$ cat config.mk
export PLATFORM = sky130hd
export DESIGN_NAME = fir_decim
export DESIGN_NICKNAME = d
export VERILOG_FILES = /design/src/rtl/fir_decim.sv
export SDC_FILE = /design/constraint.sdc
export NUM_CORES = 1
export LEC_CHECK = 0
export CORE_ASPECT_RATIO = 1.1
export CORE_UTILIZATION = 47
export DETAILED_ROUTE_END_ITERATION = 12
export GPL_ROUTABILITY_DRIVEN = 0
export PLACE_DENSITY = 0.77
export SLEW_MARGIN = 20
export SYNTH_ARGS = -nofsm -noshare
export SYNTH_HDL_FRONTEND = slang
export SYNTH_SLANG_ARGS = --single-unit
$ cat constraint.sdc
create_clock -name i_clk -period 2.1 [get_ports i_clk]
set_input_delay 0.42 -clock i_clk [delete_from_list [all_inputs] [get_ports i_clk]]
set_output_delay 0.42 -clock i_clk [all_outputs]
set_load 0.1 [all_outputs]
$ cat src/rtl/fir_decim.sv
// Decimator after the fir filter: integrate-and-dump (FIR_DECIM_INTEG_EN) or pure downsample by DEC_FACTOR.
// Latency: result visible one cycle after the last sample of a group is presented.
// Backpressure: 2-entry output FIFO on o_valid/i_ready; a result arriving at a full, non-popping FIFO is dropped and latched in o_overflow.

module fifo #(
    parameter int WIDTH = 8
) (
    input  logic             core_clk,
    input  logic             arst_n,
    input  logic             push_vld,
    input  logic [WIDTH-1:0] push_dat,
    output logic             push_drop,
    output logic             pop_vld,
    output logic [WIDTH-1:0] pop_dat,
    input  logic             pop_rdy
);
    // ent0 is always the head; after the last pop it keeps the popped value.
    logic [1:0]       cnt;
    logic [WIDTH-1:0] ent0;
    logic [WIDTH-1:0] ent1;
    logic             pop;

    assign pop       = (cnt != 2'd0) && pop_rdy;
    assign pop_vld   = (cnt != 2'd0);
    assign pop_dat   = ent0;
    assign push_drop = push_vld && (cnt == 2'd2) && !pop;

    always_ff @(posedge core_clk or negedge arst_n) begin
        if (!arst_n) begin
            cnt  <= 2'd0;
            ent0 <= '0;
            ent1 <= '0;
        end else begin
            case (cnt)
                2'd0: begin
                    if (push_vld) begin
                        ent0 <= push_dat;
                        cnt  <= 2'd1;
                    end
                end
                2'd1: begin
                    if (push_vld) begin
                        if (pop) begin
                            ent0 <= push_dat;
                        end else begin
                            ent1 <= push_dat;
                            cnt  <= 2'd2;
                        end
                    end else if (pop) begin
                        cnt <= 2'd0;
                    end
                end
                default: begin
                    if (pop) begin
                        ent0 <= ent1;
                        if (push_vld) begin
                            ent1 <= push_dat;
                        end else begin
                            cnt <= 2'd1;
                        end
                    end
                end
            endcase
        end
    end
endmodule

module fir_decim #(
    parameter  int NB_DATA    = 8,
    parameter  int DEC_FACTOR = 4,
    parameter  int NB_OUT     = 10,
    localparam int NB_PH      = $clog2(DEC_FACTOR)
) (
    input  logic               i_clk,
    input  logic               i_rst,
    input  logic               i_enable,
    input  logic [NB_DATA-1:0] i_data,
    input  logic               i_valid,
    input  logic               i_ready,
    output logic [NB_OUT-1:0]  o_data,
    output logic               o_valid,
    output logic [NB_PH-1:0]   o_phase,
    output logic               o_overflow
);
    localparam logic [NB_PH-1:0] PH_LAST = NB_PH'(DEC_FACTOR - 1);

    typedef enum logic {IDLE, RUN} state_t;

    state_t            state_q;
    state_t            state_d;
    logic              accept;
    logic              leave;
    logic              dump;
    logic [NB_PH-1:0]  phase_q;
    logic [NB_OUT-1:0] samp_ext;
    logic [NB_OUT-1:0] dump_dat;
    logic              push_drop;

    always_ff @(posedge i_clk or negedge i_rst) begin
        if (!i_rst) begin
            state_q <= IDLE;
        end else begin
            state_q <= state_d;
        end
    end

    always_comb begin
        state_d = state_q;
        accept  = 1'b0;
        leave   = 1'b0;
        case (state_q)
            IDLE: begin
                if (i_enable) state_d = RUN;
            end
            RUN: begin
                accept = i_valid;
                if (!i_enable) begin
                    state_d = IDLE;
                    leave   = 1'b1;
                end
            end
            default: state_d = IDLE;
        endcase
    end

    assign dump     = accept && (phase_q == PH_LAST);
    assign samp_ext = {{(NB_OUT - NB_DATA){i_data[NB_DATA-1]}}, i_data};

    // Dropping enable discards the partial group along with its phase.
    always_ff @(posedge i_clk or negedge i_rst) begin
        if (!i_rst) begin
            phase_q <= '0;
        end else if (leave) begin
            phase_q <= '0;
        end else if (accept) begin
            phase_q <= (phase_q == PH_LAST) ? '0 : phase_q + NB_PH'(1);
        end
    end

`ifdef FIR_DECIM_INTEG_EN
    logic [NB_OUT-1:0] acc_q;

    // NB_OUT is sized for the full group, so two's-complement wrap cannot occur.
    always_ff @(posedge i_clk or negedge i_rst) begin
        if (!i_rst) begin
            acc_q <= '0;
        end else if (leave || dump) begin
            acc_q <= '0;
        end else if (accept) begin
            acc_q <= acc_q + samp_ext;
        end
    end

    assign dump_dat = acc_q + samp_ext;
`else
    assign dump_dat = samp_ext;
`endif

    fifo #(.WIDTH(NB_OUT)) u_out_fifo (
        .core_clk  (i_clk),
        .arst_n    (i_rst),
        .push_vld  (dump),
        .push_dat  (dump_dat),
        .push_drop (push_drop),
        .pop_vld   (o_valid),
        .pop_dat   (o_data),
        .pop_rdy   (i_ready)
    );

    always_ff @(posedge i_clk or negedge i_rst) begin
        if (!i_rst) begin
            o_overflow <= 1'b0;
        end else if (push_drop) begin
            o_overflow <= 1'b1;
        end
    end

    assign o_phase = phase_q;
endmodule

==> summary.txt, run 1 <==
Share of post-route cells with drive strength above 1: 0.3697
Worst hold-check path type: input pin to async pin
Initial cell density of the core: 0.5132
Detail-routed net length per standard cell: 14.55 um
Pwr dens: 1352 nW/um2
Most frequently placed logic cell in the final layout: sky130_fd_sc_hd__dfrtp_1
Maximum number of pins on one net before global-route repair: 23
Largest combinational cell category by area: AND-OR/OR-AND gates
Aggregate global routing overflow: 0
Number of remaining DRC errors: 0
Clock slew seen by the registers of the worst setup and hold paths: 0.12 ns
Sequential Power Share: 0.311
Chip area: 2471 um2
Mux cell area share after synthesis: 0.1591
Number of cells on the worst reg-to-reg path: 3
Number of antenna violations at the first check in global routing: 0
Total global routing track utilization: 0.2090
Net switching share of the total power: 0.5583
Post-synthesis adder-cell area fraction: 0.01170
CTS tree: built
DPL Wire Length: 1470 um
Leak Pwr: 0.6571 nW
Post-route minimum period: 1.814 ns
Yosys Warn Count: 0
DP Worst Slack: 0.02282 ns
Setup CP Type: register to output port
Overall power: 1.867 mW
Run status: complete, no violations
Post-synth ARST share: 1.000
Average cell area after synthesis: 12.16 um2
Final cycle utilization of the critical path: 0.8638
Post-CTS Repair Setup Buffers: 0
Timing-limited maximum frequency: 551.2 MHz
## run 1: state kept, by name (all words and copies together), names as in the netlist
signal	count
o_overflow	1
u_out_fifo.ent1	8
o_phase	2
state_q	1
u_out_fifo.cnt	2
u_out_fifo.pop_dat	8
## run 1: power groups by stage
stage / combinational, mW / sequential, mW / clock (mW)
6_report: 1.08 / 0.580 / 0.203
2_1_floorplan: 0.302 / 1.16 / 0
4_1_cts: 1.09 / 0.581 / 0.209
3_5_place_dp: 1.09 / 0.588 / 0
5_1_grt: 1.11 / 0.591 / 0.220
3_3_place_gp: 1.08 / 0.581 / 0
## run 1: final cells by class
| class | count | area share |
|---|---|---|
| repair buffers | 32 | 0.2047 |
| well taps | 28 | 0.02536 |
| flip-flops and latches | 22 | 0.4004 |
| multi-input cells | 59 | 0.3451 |
| clock buffers | 4 | 0.01902 |
| inverters | 2 | 0.005435 |
## run 1: final timing paths
| kind | start | to | slack [ns] |
|---|---|---|---|
| setup / recovery | u_out_fifo.cnt[1]$_DFFE_PN0P_ | o_valid | 0.29 |
| hold / removal | i_rst | u_out_fifo.cnt[0]$_DFFE_PN0P_ | 0.43 |
| setup reg to reg | u_out_fifo.cnt[0]$_DFFE_PN0P_ | u_out_fifo.ent1[4]$_DFFE_PN0P_ | 0.43 |
| hold reg to reg | o_overflow$_DFFE_PN0P_ | o_overflow$_DFFE_PN0P_ | 0.50 |
| max in group asynchronous | i_rst | o_phase[1]$_DFFE_PN0P_ | 1.43 |
| min in group i_clk | o_overflow$_DFFE_PN0P_ | o_overflow$_DFFE_PN0P_ | 0.50 |
## run 1: critical path: stages (launching register included)
cell and delay (ns):
sky130_fd_sc_hd__dfrtp_1 0.39, sky130_fd_sc_hd__buf_4 0.19, sky130_fd_sc_hd__or2_2 0.32, sky130_fd_sc_hd__buf_12 0.18
## run 1: layer usage
| layer | up-vias | global-route usage | wire length, um |
|---|---|---|---|
| li1 | 388 | - | - |
| met1 | 430 | 0.2764 | 1002 |
| met2 | 17 | 0.3379 | 1053 |
| met3 | 2 | 0.02083 | 56 |
| met4 | 0 | 0.09048 | 27 |
| met5 | - | 0 | 0 |
## run 1: metrics by stage
step	util	instances
floorplan	-	88
global placement	0.6501	143
detailed placement	0.6501	143
CTS	0.6627	147
global route	0.6627	147
finish	0.6627	147
## run 1: Yosys cell counts, types with 2 or more instances
library cell | instances | share of area
sky130_fd_sc_hd__o21ai_0 | 3 | 0.014
sky130_fd_sc_hd__nand2_1 | 11 | 0.039
sky130_fd_sc_hd__o221a_2 | 8 | 0.084
sky130_fd_sc_hd__buf_4 | 2 | 0.014
sky130_fd_sc_hd__nand3_1 | 2 | 0.0094
sky130_fd_sc_hd__nor2_1 | 2 | 0.0070
sky130_fd_sc_hd__mux2_2 | 8 | 0.084
sky130_fd_sc_hd__inv_1 | 2 | 0.0070
sky130_fd_sc_hd__o21a_1 | 2 | 0.014
sky130_fd_sc_hd__dfrtp_1 | 22 | 0.51
sky130_fd_sc_hd__mux2i_1 | 8 | 0.075
## run 1: cell families after synthesis
kind of cell    Yosys count
simple gates             23
flops                    22
compound gates           19
mux                      16
buf+inv                   7
fa+ha+maj                 1
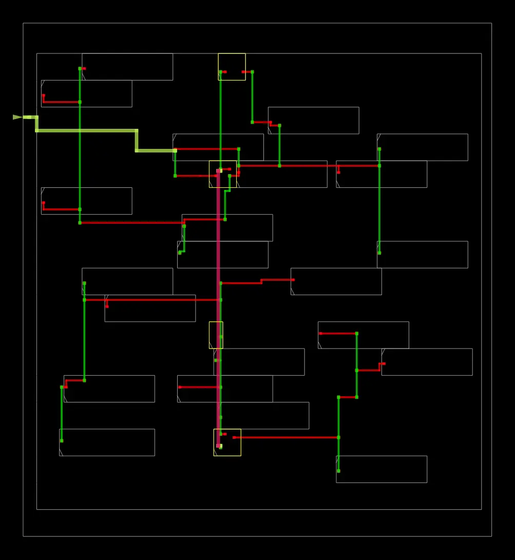
(run_1/clock_nets.png)
number of clock buffer instances in the layout: 4
worst-case clock skew: 0.006228 ns
TritonCTS Sinks: 22
Late-Pin Clk Latency: 0.31 ns
number of buffers created by CTS: 3

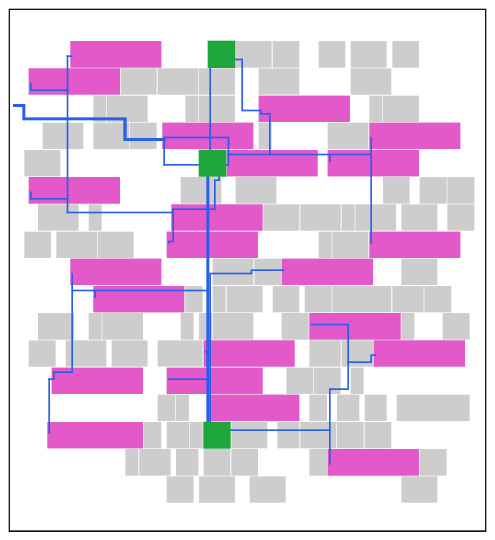
(run_1/clock_wires.png)
Scale: 10 px per um.
clock-net drivers: drawn in green, count 3. clock wires: drawn in blue, length 256 um. flip-flops: drawn in magenta, count 22.
There are 4 routed clock nets.

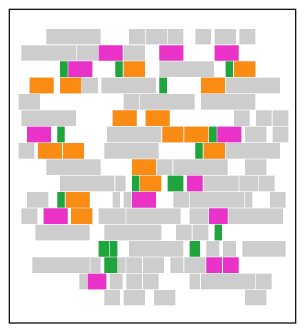
(run_1/gates.png)
Scale: 6 px per um.
nand cells: drawn in green, cells 15, most used nand2_1. non-inverting ao/oa cells: drawn in magenta, cells 13, most used o221a_2. mux cells: drawn in orange, cells 16.

==> run_1/m3.png <==
Scale: 10 px per um.
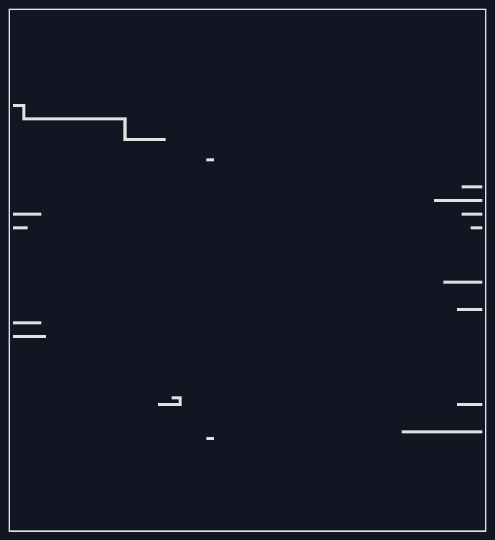

==> run 2: changes to the inputs <==
Settings changed: CORE_UTILIZATION 47 to 50, SYNTH_HIERARCHICAL set to 1.
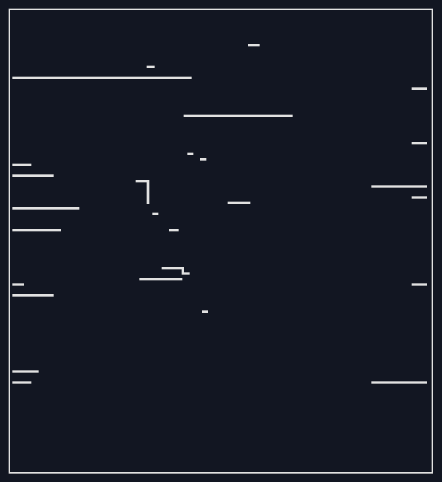
(run_2/m3.png)
Scale: 8 px per um.
23 nets have wire on it. The wires run mostly horizontal. The layer carries 106 um of wire. The layer holds 3.4% of the routed length. The longest straight run is 22.1 um.

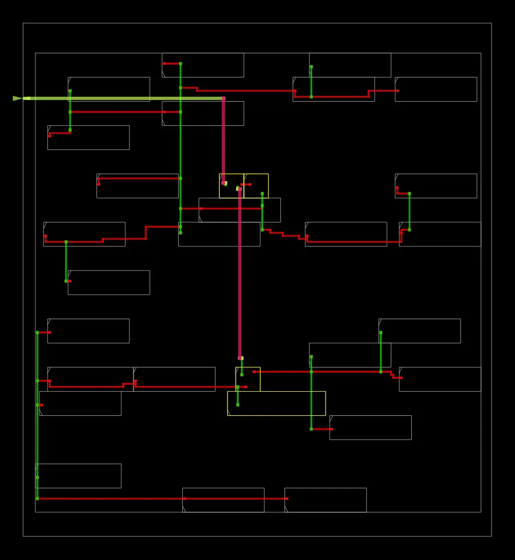
(run_2/clock_nets.png)
TritonCTS Sinks: 26
sequential cells: 26

==> summary.txt, run 2 <==
Run status: complete, no violations
Post-synth ARST share: 1.000 (unchanged)
Worst-case clock skew: 0.01568 ns (+0.009453 ns)
Distinct lib cells used: 30
Total cell area reported by yosys after synthesis: 1414 um2
Post-CTS Repair Setup Buffers: 0 (unchanged)
Final cycle utilization of the critical path: 0.8758 (+0.01193)
Growth of design area from synthesis to finish: 24.07%
Number of buffers created by CTS: 3 (unchanged)
Detail-routed net length per standard cell: 16.61 um (+14%)
Most frequently placed logic cell in the final layout: sky130_fd_sc_hd__dfrtp_1
Maximum number of pins on one net before global-route repair: 27 (+17%)
Cell count after synthesis: 126
Routed WL: 3106 um
Clock slew seen by the registers of the worst setup and hold paths: 0.16 ns (+0.04 ns)
DP Worst Slack: 0.02225 ns (-0.0005720 ns)
Clock Root Buffer: sky130_fd_sc_hd__clkbuf_4
Overall power: 2.132 mW (+14%)
Post-synthesis cell type with the largest instance count: sky130_fd_sc_hd__dfrtp_1
Top-area cell share: 0.4602 (-0.05444)
Timing-limited maximum frequency: 543.7 MHz (-1.4%)
Chip area: 3044 um2 (+23%)
Critical path launch point type: register
Standard cell with the maximum stage delay on the critical path: sky130_fd_sc_hd__dfrtp_2
Clock buffer depth: 2
Setup CP Type: register to register
Number of remaining DRC errors: 0 (unchanged)
Pwr dens: 1216 nW/um2 (-10%)
Initial cell density of the core: 0.5456 (+0.03242)
Synth top area cells: sky130_fd_sc_hd__dfrtp_1 46%, sky130_fd_sc_hd__mux2_4 11%, sky130_fd_sc_hd__mux2_2 8.0%, sky130_fd_sc_hd__a211oi_1 5.3%, sky130_fd_sc_hd__o22ai_1 4.4%
DPL Wire Length: 2152 um (+46%)
Average cell area after synthesis: 11.22 um2 (-7.7%)
Total global routing track utilization: 0.2261 (+0.01710)
Post-DR vias/cell: 5.898
Area leader, netlist: sky130_fd_sc_hd__dfrtp_1
Max-capacitance violation count: 0
Worst hold-check path type: input pin to async pin
Aggregate global routing overflow: 0 (unchanged)
Headroom to the max-slew limit: 0.7149
Share of post-route cells with drive strength above 1: 0.3397 (-0.03000)
Reg area: 653.1 um2
Post-route minimum period: 1.839 ns (+0.02504 ns)
Leak Pwr: 0.7440 nW (+13%)
Worst stage delay on the critical path: 0.46 ns (+0.07 ns)
CTS tree: built
Yosys Warn Count: 6 (+6)
Chain of cells forming the critical path: ha_1 > and3_2 > nand3b_1 > o22ai_1 > a211oi_1
Number of antenna violations at the first check in global routing: 0 (unchanged)
Late-Pin Clk Latency: 0.33 ns (+0.02 ns)
## run 2: power breakdown
| part | switching (mW) | internal [mW] | leakage [nW] |
|---|---|---|---|
| sequential | 0.0631 | 0.599 | 0.343 |
| clock | 0.159 | 0.193 | 0.0279 |
| combinational | 0.830 | 0.288 | 0.373 |
## run 2: logic make-up after synthesis
kind of cell,share of synthesized area
AOI/OAI and AO/OA,0.1584
and+or+nand+nor,0.1106
DFF,0.4602
muxes,0.1929
buffers and inverters,0.06283
xor gates and xnor gates,0.006196
adders and majority gates,0.008848
## run 2: layer usage
metal  track usage  wire (um)
met5             0          0
met4       0.08647         66
met3       0.02887        106
met2        0.3508       1503
met1        0.3203       1430
## run 2: per-stage QoR
stage          hold slack [ns]  cell area [um2]    util  std cells
2_1_floorplan           0.1244             1416       -        126
3_3_place_gp            0.4571             1702  0.6567        183
3_5_place_dp            0.4633             1702  0.6567        183
4_1_cts                 0.4429             1754  0.6770        187
5_1_grt                 0.4646             1754  0.6770        187
6_report                0.4247             1754  0.6770        187
## run 2: worst max-delay path: cells and delay by family, from the launching register on
family	cells	cell delay, ns
and+or+nand+nor	2	0.58
DFF	1	0.46
AOI/OAI and AO/OA	2	0.50
adders and majority gates	1	0.21
## run 2: area by class of cell
type / count / share of cell area
clock buffer: 3 / 0.01284
multi-input combinational: 84 / 0.3845
sequential: 26 / 0.3723
timing repair buffer: 36 / 0.1783
tap: 31 / 0.02211
inverter: 6 / 0.01284
clock inverter: 1 / 0.01712
## run 2: worst paths after layout
kind / start / slack (ns) / cells after the start / endpoint
min in group i_clk: o_overflow$_DFFE_PN0P_ / 0.49 / 1 / o_overflow$_DFFE_PN0P_
worst min-delay path: i_rst / 0.42 / 2 / u_out_fifo/pop_dat[9]$_DFFE_PN0P_
worst max register to register: o_phase[0]$_DFFE_PN0P_ / 0.26 / 5 / u_out_fifo/ent1[1]$_DFFE_PN0P_
worst max-delay path: o_phase[0]$_DFFE_PN0P_ / 0.26 / 5 / u_out_fifo/ent1[1]$_DFFE_PN0P_
max in group asynchronous: i_rst / 1.39 / 2 / o_phase[1]$_DFFE_PN0P_
worst min register to register: o_overflow$_DFFE_PN0P_ / 0.49 / 1 / o_overflow$_DFFE_PN0P_
==> run_2/layers.png <==
Scale: 4 px per um.
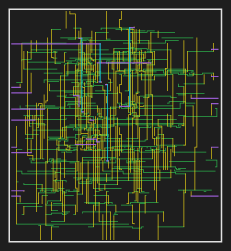

==> run 3: changes to the inputs <==
Settings changed: CORE_MARGIN set to 2.
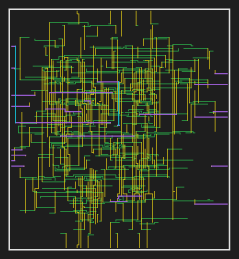
(run_3/layers.png)
Scale: 4 px per um.
M2: drawn in yellow, wire length 1430 um. M3: drawn in purple, wire length 151 um. M1: drawn in green, wire length 1360 um. M4: drawn in cyan, wire length 29.9 um.

==> summary.txt, run 3 <==
Run status: complete, no violations
Worst hold-check path type: input pin to async pin
Setup CP Type: register to register
Share of post-route cells with drive strength above 1: 0.3224 (-0.01738)
Post-DR vias/cell: 5.946 (+0.81%)
Fin Hold WS: 0.4396 ns (+0.01487 ns)
Max-capacitance violation count: 0 (unchanged)
Leak Pwr: 0.7263 nW (-2.4%)
Late-Pin Clk Latency: 0.32 ns (about the same)
Clock buffer depth: 2 (unchanged)
Cell count after synthesis: 126 (unchanged)
Total met3 wirelength after detailed routing: 150 um (+42%)
Area leader, netlist: sky130_fd_sc_hd__dfrtp_1
CTS tree: built
Initial cell density of the core: 0.5183 (-0.02728)
Detailed-routing wirelength on met1: 1357 um (-5.1%)
Count of placed standard cells in the final layout, fillers left out: 185 (-1.1%)
Post-synthesis cell type with the largest instance count: sky130_fd_sc_hd__dfrtp_1
Post-synth ARST share: 1.000 (unchanged)
Total global routing track utilization: 0.2049 (-0.02120)
Critical path launch point type: register
Distinct lib cells used: 30 (unchanged)
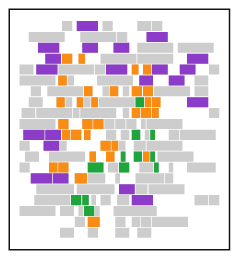
(run_3/gates.png)
Scale: 4 px per um.
nand cells: drawn in green, cells 12, most used nand2_1. aoi and oai cells: drawn in orange, cells 32. mux cells: drawn in purple, cells 21.

[run 3: cell counts after synthesis]
No cell type changed its count.
[run 3: final cells by class]
cell class,count,area share
Clock buffer,3,0.01295
Clock inverter,1,0.01727
Inverter,6,0.01295
Multi-Input combinational cell,84,0.3878
Sequential cell,26,0.3755
Tap cell,33,0.02374
Timing Repair Buffer,32,0.1698
[run 3: worst paths after layout]
path | cells past startpoint | start | end | slack (ns)
worst max-delay path | 6 | o_phase[0]$_DFFE_PN0P_ | u_out_fifo/ent1[2]$_DFFE_PN0P_ | 0.29
worst min-delay path | 2 | i_rst | u_out_fifo/ent1[4]$_DFFE_PN0P_ | 0.44
worst max register to register | 6 | o_phase[0]$_DFFE_PN0P_ | u_out_fifo/ent1[2]$_DFFE_PN0P_ | 0.29
worst min register to register | 1 | o_overflow$_DFFE_PN0P_ | o_overflow$_DFFE_PN0P_ | 0.50
max in group asynchronous | 2 | i_rst | o_phase[0]$_DFFE_PN0P_ | 1.39
min in group i_clk | 1 | o_overflow$_DFFE_PN0P_ | o_overflow$_DFFE_PN0P_ | 0.50
[run 3: power by group]
part	total, mW	leakage, nW	switching (mW)	internal (mW)
Combinational	1.12	0.356	0.829	0.287
Clock	0.344	0.0279	0.151	0.193
Sequential	0.659	0.343	0.0601	0.599
Total	2.12	0.726	1.04	1.08
[run 3: kinds of logic (layout without fill, tap and decap cells)]
logic type,after synthesis,count (layout),share of synthesized area
multiplexers,21,21,0.1929
flip-flops,26,26,0.4602
adder cells (fa/ha/maj),1,1,0.008848
AND-OR/OR-AND,34,34,0.1584
buffers and inverters,16,42,0.06283
XOR/XNOR,1,1,0.006196
AND/OR/NAND/NOR,27,27,0.1106
[run 3: worst register-to-register path, cell delays in order, from the launching register on]
cell	delay [ns]
sky130_fd_sc_hd__dfrtp_2	0.46
sky130_fd_sc_hd__ha_1	0.21
sky130_fd_sc_hd__and3_2	0.24
sky130_fd_sc_hd__buf_4	0.19
sky130_fd_sc_hd__nand2_1	0.28
sky130_fd_sc_hd__nor3_1	0.09
sky130_fd_sc_hd__a211oi_1	0.27
[run 3: layer usage]
layer	up-vias	global-route usage
met5	-	0
met4	0	0.06786
met3	4	0.02750
met2	33	0.3163
met1	543	0.2935
li1	520	-
[run 3: per-stage QoR]
stage	setup slack (ns)	cell area (um2)	utilization
after floorplan	0.09906	1416	-
after detailed placement	0.03701	1687	0.6183
after global placement	0.1065	1687	0.6183
final	0.2860	1739	0.6376
after global routing	0.1715	1739	0.6376
after CTS	0.3152	1739	0.6376
Power figures rest on the tool's default switching activity, not on a simulated workload.
